File: config.mk
export PLATFORM = sky130hd
export DESIGN_NAME = pwm_gen_flat
export DESIGN_NICKNAME = d
export VERILOG_FILES = /design/src/rtl/pwm_gen_if.sv /design/src/rtl/pwm_gen.sv /design/src/flat_wrapper.sv
export SDC_FILE = /design/constraint.sdc
export NUM_CORES = 1
export LEC_CHECK = 0
export ABC_AREA = 1
export CAP_MARGIN = 20
export CORE_MARGIN = 2
export CORE_UTILIZATION = 50
export DETAILED_ROUTE_END_ITERATION = 12
export PLACE_DENSITY = 0.72
export SLEW_MARGIN = 0
export SYNTH_ARGS = -nofsm -noshare
export SYNTH_HDL_FRONTEND = slang
export SYNTH_SLANG_ARGS = --single-unit
File: constraint.sdc
create_clock -name S_AXI_ACLK -period 5.06 [get_ports S_AXI_ACLK]
set_input_delay 0.759 -clock S_AXI_ACLK [delete_from_list [all_inputs] [get_ports S_AXI_ACLK]]
set_output_delay 0.759 -clock S_AXI_ACLK [all_outputs]
set_load 0.01 [all_outputs]
File: src/rtl/pwm_gen_if.sv
// Control and waveform signals between the PWM register fields and the PWM generator.
// The master drives the configuration; the slave (pwm_gen) returns the waveform and status.
interface pwm_gen_if #(
   parameter int CNT_W = 32,
   parameter int DIV_W = 5
);
   logic             en;
   logic             restart;
   logic [DIV_W-1:0] div_cfg;
   logic [CNT_W-1:0] duty_cfg;
   logic             pwm_out;
   logic             period_tick;
   logic             running;

   modport master (
      output en, restart, div_cfg, duty_cfg,
      input  pwm_out, period_tick, running
   );

   modport slave (
      input  en, restart, div_cfg, duty_cfg,
      output pwm_out, period_tick, running
   );
endinterface

File: src/rtl/pwm_gen.sv
// Double-buffered PWM generator, period 2^div cycles; pwm_out lags cnt by one cycle.
// No backpressure: cfg is sampled every cycle and only takes effect at a period boundary or restart.
module pwm_gen #(
   parameter int CNT_W = 32,
   parameter int DIV_W = 5
) (
   input  logic     S_AXI_ACLK,
   input  logic     S_AXI_ARESETN,
   pwm_gen_if.slave pwm
);
   typedef enum logic {IDLE, RUN} state_t;

   localparam logic [CNT_W:0]   WIDE_ONE = {{CNT_W{1'b0}}, 1'b1};
   localparam logic [CNT_W-1:0] CNT_ONE  = {{(CNT_W-1){1'b0}}, 1'b1};

   state_t           state;
   logic [CNT_W-1:0] cnt;
   logic [CNT_W-1:0] duty_act;
   logic [DIV_W-1:0] div_act;
   logic             pwm_q;
   logic             tick_q;

   // Terminal count carries one extra bit so the largest period cannot wrap to zero.
   logic [CNT_W:0]   last_cnt;
   logic             at_last;
   logic             duty_hit;

   assign last_cnt = (WIDE_ONE << div_act) - WIDE_ONE;
   assign at_last  = ({1'b0, cnt} == last_cnt);
   assign duty_hit = (cnt < duty_act);

   always_ff @(posedge S_AXI_ACLK or negedge S_AXI_ARESETN) begin
      if (!S_AXI_ARESETN) begin
         state    <= IDLE;
         cnt      <= '0;
         div_act  <= '0;
         duty_act <= '0;
         pwm_q    <= 1'b0;
         tick_q   <= 1'b0;
      end else begin
         case (state)
            IDLE: begin
               cnt      <= '0;
               pwm_q    <= 1'b0;
               tick_q   <= 1'b0;
               div_act  <= pwm.div_cfg;
               duty_act <= pwm.duty_cfg;
               if (pwm.en) state <= RUN;
            end
            RUN: begin
               if (!pwm.en) begin
                  state    <= IDLE;
                  cnt      <= '0;
                  pwm_q    <= 1'b0;
                  tick_q   <= 1'b0;
                  div_act  <= pwm.div_cfg;
                  duty_act <= pwm.duty_cfg;
               end else if (pwm.restart) begin
                  cnt      <= '0;
                  pwm_q    <= 1'b0;
                  tick_q   <= 1'b0;
                  div_act  <= pwm.div_cfg;
                  duty_act <= pwm.duty_cfg;
               end else begin
                  pwm_q <= duty_hit;
                  if (at_last) begin
                     cnt      <= '0;
                     tick_q   <= 1'b1;
                     div_act  <= pwm.div_cfg;
                     duty_act <= pwm.duty_cfg;
                  end else begin
                     cnt    <= cnt + CNT_ONE;
                     tick_q <= 1'b0;
                  end
               end
            end
            default: state <= IDLE;
         endcase
      end
   end

   assign pwm.pwm_out     = pwm_q;
   assign pwm.period_tick = tick_q;
   assign pwm.running     = (state == RUN);
endmodule

File: src/flat_wrapper.sv
// flat-port wrapper written by rule: the top's interface ports become plain ports
module pwm_gen_flat 
#(
   parameter int CNT_W = 32,
   parameter int DIV_W = 5
)
  (S_AXI_ACLK, S_AXI_ARESETN, pwm_en, pwm_restart, pwm_div_cfg, pwm_duty_cfg, pwm_pwm_out, pwm_period_tick, pwm_running);
  pwm_gen_if #(.CNT_W(CNT_W), .DIV_W(DIV_W)) pwm_i ();
  input  logic S_AXI_ACLK;
  input  logic S_AXI_ARESETN;
  input wire logic [$bits(pwm_i.en)-1:0] pwm_en;
  input wire logic [$bits(pwm_i.restart)-1:0] pwm_restart;
  input wire logic [$bits(pwm_i.div_cfg)-1:0] pwm_div_cfg;
  input wire logic [$bits(pwm_i.duty_cfg)-1:0] pwm_duty_cfg;
  output wire logic [$bits(pwm_i.pwm_out)-1:0] pwm_pwm_out;
  output wire logic [$bits(pwm_i.period_tick)-1:0] pwm_period_tick;
  output wire logic [$bits(pwm_i.running)-1:0] pwm_running;
  assign pwm_i.en = pwm_en;
  assign pwm_i.restart = pwm_restart;
  assign pwm_i.div_cfg = pwm_div_cfg;
  assign pwm_i.duty_cfg = pwm_duty_cfg;
  assign pwm_pwm_out = pwm_i.pwm_out;
  assign pwm_period_tick = pwm_i.period_tick;
  assign pwm_running = pwm_i.running;
  pwm_gen #(.CNT_W(CNT_W), .DIV_W(DIV_W)) u_core (.S_AXI_ACLK(S_AXI_ACLK), .S_AXI_ARESETN(S_AXI_ARESETN), .pwm(pwm_i));
endmodule
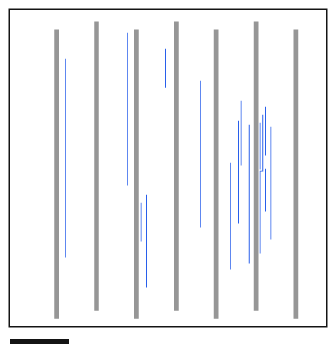
**Above:** run 1 (the metal 4 layer).
Bar = 20 um. Supply wires on this layer in grey.
The wires run mostly vertical. 13 nets have wire on it. The layer holds 3.7% of the routed length. The layer carries 497 um of wire.

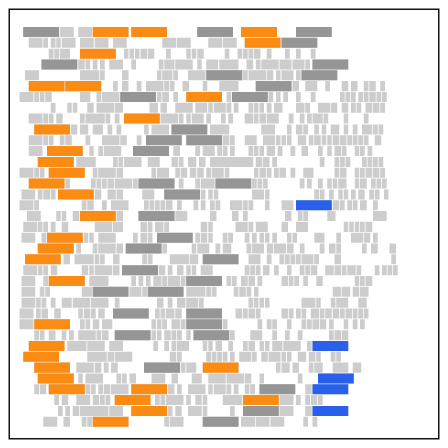
**Above:** run 1 (sequential cells coloured by netlist name).
Blue shows `u_core.div_act`, placed flops 5, where lower right. Orange shows `u_core.duty_act`, placed flops 32.

==> results.cfg, run 1 <==
; flow metrics
[final_layout]
drive_gt1_frac = 0.0498
layout.nets = 893
fin_util = 0.584
layout_top_cell = nand2_1
diodes = 0
nFillCells = 996
final_cell_mix = nand2_1, nor2_1, nand3_1, inv_1, dfrtp_1
area_delta_synth_final_pct = 13.1

[critical_path]
arrival_ns = 4.05
critical-path-max-stage-delay_ns = 0.77
reg2regPathDepth = 20
startpoint_type = flip-flop
crit_top_cell = nand2_1
crit_path_cell_trace = inv_2 -> nand2_1 -> nor2_1 -> nand2_1 -> ha_1 -> nand2_2 -> nor2_2 -> nand2_1 -> nor2_2 -> nand3_1 -> nand3_1 -> nand2_1 -> inv_1 -> nand2_1 -> nor2_1 -> nand3_2 -> nand2_2 -> buf_4 -> nand2_1 -> nand2_1
endpoint_kind = flip-flop
r2r_slack_ns = 1.31
cp_data_required_time_ns = 5.35
crit_fanout = 52
cpMaxStageDelayCell = dfrtp_1
critPathKind = flip-flop to flip-flop

[routing]
post-route-drc-count = 0
dr.pass1.iters = 7
vias = 5107
avgRoutedWirePerCell_um = 14.2
drt_iter0_markers = 363
drt-vias-per-instance = 5.32
wirelength_um = 13600
ant_nets = 0

[clocking]
cts-resized-gates = 0
cts_tree = done
clock_sinks = 72
cts_hold_buf = 0
cts_max_level = 3
cts_root_buf = clkbuf_8
clk_latency_ns = 0.36
post_cts_buffers = 0
path_clk_slew_ns = 0.08
cts_buffers = 9
cts_max_path_buffers = 2

[power]
clock_power_share = 0.362
p_seq_frac = 0.451
switchingPower_uw = 402
vdd_drop_max_mv = 0.215
internal_power_uw = 979
p_comb_frac = 0.187
p_per_area_nw_per_um2 = 228
swShare = 0.291
total_leakage_power_uw = 0.00297

[logic_synthesis]
synth_area_sq_um = 5360
synth_flops = 72
avgSynthCellArea_sq_um = 6.84
ys_cells = 784
synth_cells = 784
ys_seq_share = 0.336
synth_chip_area_sq_um = 5360
synth_warnings = 0
fp_nets = 858
synth.distinct_cells = 33

[floorplan]
die_x_um = 108
ioPinCount = 44
fp_util = 0.517
fp-row-count = 37
dieArea_sq_um = 11600
fp.dieH_um = 108

[sta]
finalCritPeriodShare = 0.742
drv_slew = 0
fmax_mhz = 266
setup_viol = 0
finalHoldViolCount = 0
fin_skew_ns = 0.00722
final.setup.tns_ns = 0
timing.slew.headroom = 0.565
min_period_ns = 3.75
worst_slew_pin_slew_ns = 0.653
rsz0062_at_grt = false

[worst_hold_path]
min_path_type = primary input to asynchronous set/reset pin

[run]
cap_violations = 0
warnings = 26

[place]
place_congestion = 0.899
place_hpwl_um = 10400
portBuffers = 43

[global_route]
grt_pass1_wl_um = 23200
grt-ovfl-total = 0
antenna_found_initial = 0
grt_usage = 0.255
grt_max_degree = 53
grt_pass1_vias = 4874

[outcome]
status = complete, no violations
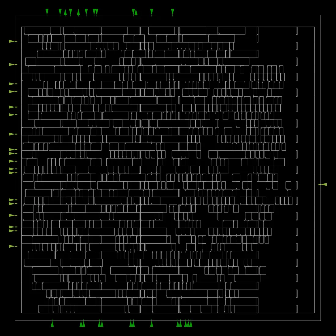
**Above:** run 1 (cell placement).
fraction of area in registers: 0.297
fin cells: 960
Core ar.: 10400 sq um
Tap Count: 136

==> run 1: metrics by stage <==
step	power (uW)	area, sq um	worst slack [ns]	std cells	hold slack [ns]
floorplan	803	5360	2.42	784	0.463
global placement	883	5820	1.40	943	0.491
detailed placement	889	5820	1.35	943	0.495
CTS	1390	6040	1.34	959	0.513
global route	1460	6060	0.943	960	0.232
finish	1380	6060	1.31	960	0.235
==> run 1: cells by family after synthesis <==
| kind of cell | synth area share |
|---|---|
| xor gates and xnor gates | 0.0637 |
| and+or+nand+nor | 0.382 |
| AOI/OAI and AO/OA | 0.0411 |
| buffers and inverters | 0.0997 |
| adders and majority gates | 0.0770 |
| DFF | 0.336 |
==> run 1: routing by layer <==
layer  GRT usage  wire length, um  up-vias
met5           0                0        -
met4       0.118              497        0
met3      0.0309              702       34
met2       0.392             6070      151
met1       0.357             6370     2354
li1            -                -     2568
==> run 1: layout make-up <==
cell class                      instances  area (sq um)  share of cell area
Clock inverter                          2          35.0             0.00578
Multi-Input combinational cell        589          3020               0.499
Clock buffer                           14           183              0.0301
Sequential cell                        72          1800               0.297
Timing Repair Buffer                   48           475              0.0785
Tap cell                              136           170              0.0281
Inverter                               99           372              0.0613
==> run 1: cells in the mapped netlist, drive strengths merged <==
library cell / count / area share
o31ai: 1 / 0.0014
o21ai: 12 / 0.011
a21oi: 17 / 0.016
clkbuf: 6 / 0.0042
buf: 18 / 0.026
a31oi: 1 / 0.0012
xnor2: 5 / 0.0082
or3: 1 / 0.0012
inv: 99 / 0.069
nor4: 4 / 0.0047
nand2: 229 / 0.16
xor2: 34 / 0.056
nand3b: 4 / 0.0056
ha: 33 / 0.077
nor2: 113 / 0.084
a21boi: 1 / 0.0014
nand4: 14 / 0.016
a41oi: 1 / 0.0016
nor3: 15 / 0.016
nand3: 98 / 0.092
dfrtp: 72 / 0.34
o211ai: 4 / 0.0056
a211oi: 2 / 0.0028
==> run 1: critical path: cells and delay by family (launching register included) <==
| family | cells | cell delay, ns |
|---|---|---|
| buf+inv | 3 | 0.74 |
| flops | 1 | 0.77 |
| simple gates | 16 | 1.94 |
| fa+ha+maj | 1 | 0.22 |
==> run 1: state kept, by name, summed over array words and instances (netlist names) <==
signal                  flops
u_core.pwm.period_tick      1
u_core.div_act              5
u_core.pwm.pwm_out          1
u_core.duty_act            32
u_core.pwm.running          1
u_core.cnt                 32
==> run 1: worst paths after layout <==
check	startpoint	to
max	u_core.div_act[2]	u_core.duty_act[6]
max in group asynchronous	S_AXI_ARESETN	u_core.duty_act[28]
min reg2reg	u_core.duty_act[29]	u_core.duty_act[29]
min in group S_AXI_ACLK	u_core.duty_act[29]	u_core.duty_act[29]
min	S_AXI_ARESETN	u_core.duty_act[11]
max reg2reg	u_core.div_act[2]	u_core.duty_act[6]
==> run 1: power by group through the flow <==
| stage | Sequential (uW) | Combinational [uW] | Clock (uW) |
|---|---|---|---|
| 2_1_floorplan | 620 | 182 | 0 |
| 3_3_place_gp | 633 | 250 | 0 |
| 3_5_place_dp | 634 | 255 | 0 |
| 4_1_cts | 623 | 257 | 510 |
| 5_1_grt | 626 | 296 | 536 |
| 6_report | 623 | 258 | 500 |
--- run 2 (diff from run 1) ---
==> constraint.sdc (replaced) <==
create_clock -name S_AXI_ACLK -period 3.7 [get_ports S_AXI_ACLK]
set_input_delay 0.555 -clock S_AXI_ACLK [delete_from_list [all_inputs] [get_ports S_AXI_ACLK]]
set_output_delay 0.555 -clock S_AXI_ACLK [all_outputs]
set_load 0.01 [all_outputs]
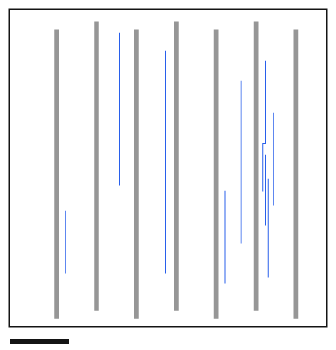
**Above:** run 2 (the metal 4 layer).
Bar = 20 um. Supply wires on this layer in grey.
DR vias: 5083
WL final: 14000 um

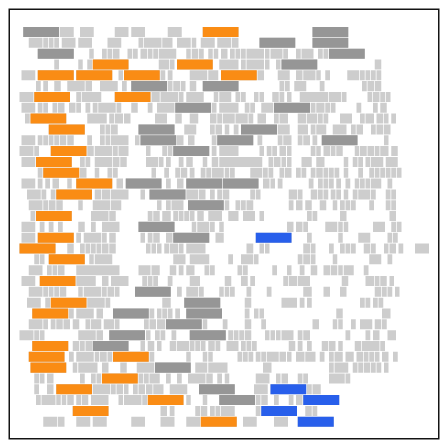
**Above:** run 2 (sequential cells coloured by netlist name).
Orange shows `u_core.duty_act`, placed flops 32. Blue shows `u_core.div_act`, placed flops 5.
Another 35 sequential cells are not coloured.

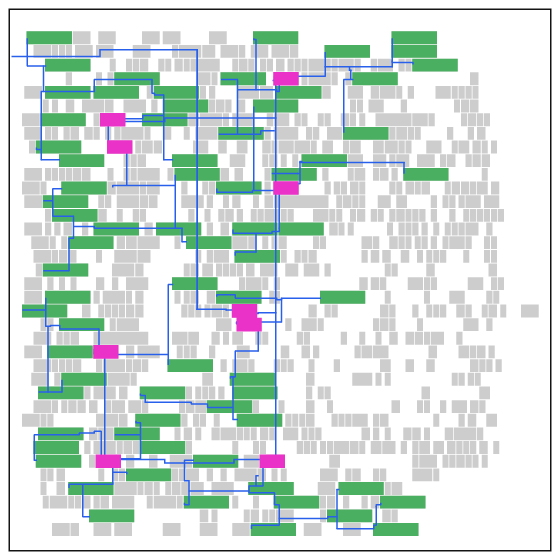
**Above:** run 2 (clock network drawn from the DEF).
Magenta shows clock drivers, count 9. Green shows flip-flops, count 72. Blue shows clock wires, length 983 um.
There are 10 routed clock nets.

==> results.cfg, run 2 <==
; flow metrics
[outcome]
status = complete, no violations

[critical_path]
arrival_ns = 3.68
r2r_slack_ns = 0.32
path_buffers = 3
crit_path_cell_trace = inv_2 -> nand2_1 -> nor2_1 -> nand2_1 -> ha_1 -> xor2_1 -> nand2_1 -> nor2_1 -> nand2_1 -> inv_1 -> nand3_1 -> nor2_1 -> nand2_1 -> nor2_1 -> nand3_1 -> nor2_1 -> nand3_2 -> nand2_2 -> buf_12 -> nand2_1 -> nand2_1
critPathKind = flip-flop to flip-flop
critical-path-max-stage-delay_ns = 0.62
reg2regPathDepth = 21
startpoint_type = flip-flop
cp_data_required_time_ns = 3.99
timing.rr.start = u_core.div_act[2]
timing.rr.end = u_core.duty_act[8]
cpMaxStageDelayCell = dfrtp_1
cpLargestDelayFamily = simple AND/OR/NAND/NOR gates
endpoint_kind = flip-flop
crit_fanout = 69
crit_top_cell = nand2_1

[clocking]
cts_root_buf = clkbuf_8
cts_max_level = 3
cts_max_path_buffers = 2
cts_buffers = 9
cts_hold_buf = 0
path_clk_slew_ns = 0.08
cts-resized-gates = 0
clk_latency_ns = 0.36
post_cts_buffers = 0
clock_sinks = 72
cts_tree = done

[sta]
fin_skew_ns = 0.00878
finalHoldViolCount = 0
drv_slew = 0
finalCritPeriodShare = 0.915
fmax_mhz = 295
min_period_ns = 3.38
worst_slew_pin_slew_ns = 0.783
setup_viol = 0
final.setup.tns_ns = 0
timing.slew.headroom = 0.478
rsz0062_at_grt = false

[logic_synthesis]
common_cells = nand2_1, nor2_1, nand3_1
edf_count = 0
avgSynthCellArea_sq_um = 6.84
top_area_cell = dfrtp_1
synth.most_common_cell = nand2_1
synth_chip_area_sq_um = 5360
top_cell_area_share = 0.336
ff_type = dfrtp_1
synth.distinct_cells = 33
synth_area_sq_um = 5360
synth_flops = 72
fp_nets = 858
synth_warnings = 0
async_reset_ff_frac = 1.00
synth_cells = 784
ys_seq_share = 0.336
ys_cells = 784
top_cells_by_area = dfrtp_1, nand2_1, nand3_1, ha_1, nor2_1

[power]
p_comb_frac = 0.185
internal_power_uw = 1350
total_leakage_power_uw = 0.00297
p_per_area_nw_per_um2 = 313
vdd_drop_max_mv = 0.240
swShare = 0.291
switchingPower_uw = 554
p_seq_frac = 0.447
clock_power_share = 0.367

[global_route]
grt_max_degree = 70
grt_usage = 0.262
grtUsageMet2 = 0.420
use_met3 = 0.0400
grt_pass1_vias = 4923
antenna_found_initial = 0
grt_pass1_wl_um = 23700
busiest_layer = met2
grt-ovfl-total = 0
use_met1 = 0.357

[floorplan]
fp.dieH_um = 108
dieArea_sq_um = 11600
die_x_um = 108
ioPinCount = 44
core_area_sq_um = 10400
fp-row-count = 37
fp_util = 0.517

[worst_hold_path]
min_path_type = primary input to asynchronous set/reset pin

[place]
place_hpwl_um = 11000
place_congestion = 0.971
portBuffers = 43
placed_area_sq_um = 5850

[run]
cap_violations = 0
warnings = 26

[routing]
drt-vias-per-instance = 5.29
drt_iter0_markers = 397
avgRoutedWirePerCell_um = 14.6
post-route-drc-count = 0
ant_nets = 0
dr.pass1.iters = 5

[final_layout]
diodes = 0
layout.nets = 894
fin_util = 0.586
fin_area_sq_um = 6070
final_cell_mix = nand2_1, nor2_1, nand3_1, inv_1, dfrtp_1
layout_top_cell = nand2_1
area_delta_synth_final_pct = 13.4
reg_top3 = u_core.cnt: 32 flops, u_core.duty_act: 32 flops, u_core.div_act: 5 flops
drive_gt1_frac = 0.0521
## run 2: cells by family after synthesis
| family | synth area share |
|---|---|
| and+or+nand+nor | 0.382 |
| buffers and inverters | 0.0997 |
| DFF | 0.336 |
| AOI/OAI and AO/OA | 0.0411 |
| xor gates and xnor gates | 0.0637 |
| adders and majority gates | 0.0770 |
## run 2: final cells by class
class                           instances  area (sq um)
Fill cell                            1001          4300
Multi-Input combinational cell        589          3030
Sequential cell                        72          1800
Timing Repair Buffer                   49           483
Inverter                               99           372
Tap cell                              136           170
Clock buffer                           10           138
Clock inverter                          6          82.6
## run 2: worst register-to-register path, stage by stage (launching register included)
cell     delay [ns]
dfrtp_1        0.62
inv_2          0.21
nand2_1        0.12
nor2_1         0.16
nand2_1        0.07
ha_1           0.33
xor2_1         0.16
nand2_1        0.06
nor2_1         0.10
nand2_1        0.05
inv_1          0.05
nand3_1        0.06
nor2_1         0.08
nand2_1        0.07
nor2_1         0.19
nand3_1        0.10
nor2_1         0.17
nand3_2        0.12
nand2_2        0.09
buf_12         0.27
nand2_1        0.16
nand2_1        0.08
## run 2: worst max path at each step
| stage | start | slack [ns] | endpoint | cells past startpoint |
|---|---|---|---|---|
| after floorplan | u_core.div_act[4] | 1.06 | u_core.div_act[2] | 21 |
| after detailed placement | u_core.div_act[4] | 0.26 | u_core.duty_act[8] | 19 |
| after CTS | u_core.div_act[4] | 0.23 | u_core.duty_act[8] | 19 |
| final | u_core.div_act[2] | 0.32 | u_core.duty_act[8] | 21 |
| after global routing | u_core.div_act[2] | 0.03 | u_core.duty_act[8] | 18 |
| after global placement | u_core.div_act[4] | 0.31 | u_core.div_act[2] | 19 |
## run 2: layer usage
layer	up-vias	wire length, um
li1	2577	-
met1	2363	6540
met2	122	6380
met3	21	761
met4	0	368
met5	-	0
## run 2: per-stage QoR
stage | total power [uW] | instances | hold slack, ns | setup WS (ns)
finish | 1900 | 961 | 0.279 | 0.315
detailed placement | 1220 | 945 | 0.493 | 0.259
global route | 2000 | 961 | 0.322 | 0.0259
global placement | 1210 | 945 | 0.491 | 0.309
CTS | 1910 | 961 | 0.282 | 0.229
floorplan | 1100 | 784 | 0.259 | 1.06
## run 2: power groups by stage
stage | Sequential [uW] | Combinational (uW) | Clock [uW]
after floorplan | 848 | 249 | 0
after global placement | 865 | 345 | 0
after detailed placement | 866 | 350 | 0
after CTS | 850 | 352 | 712
after global routing | 857 | 404 | 744
final | 851 | 352 | 699
Power and IR drop assume default switching activity.
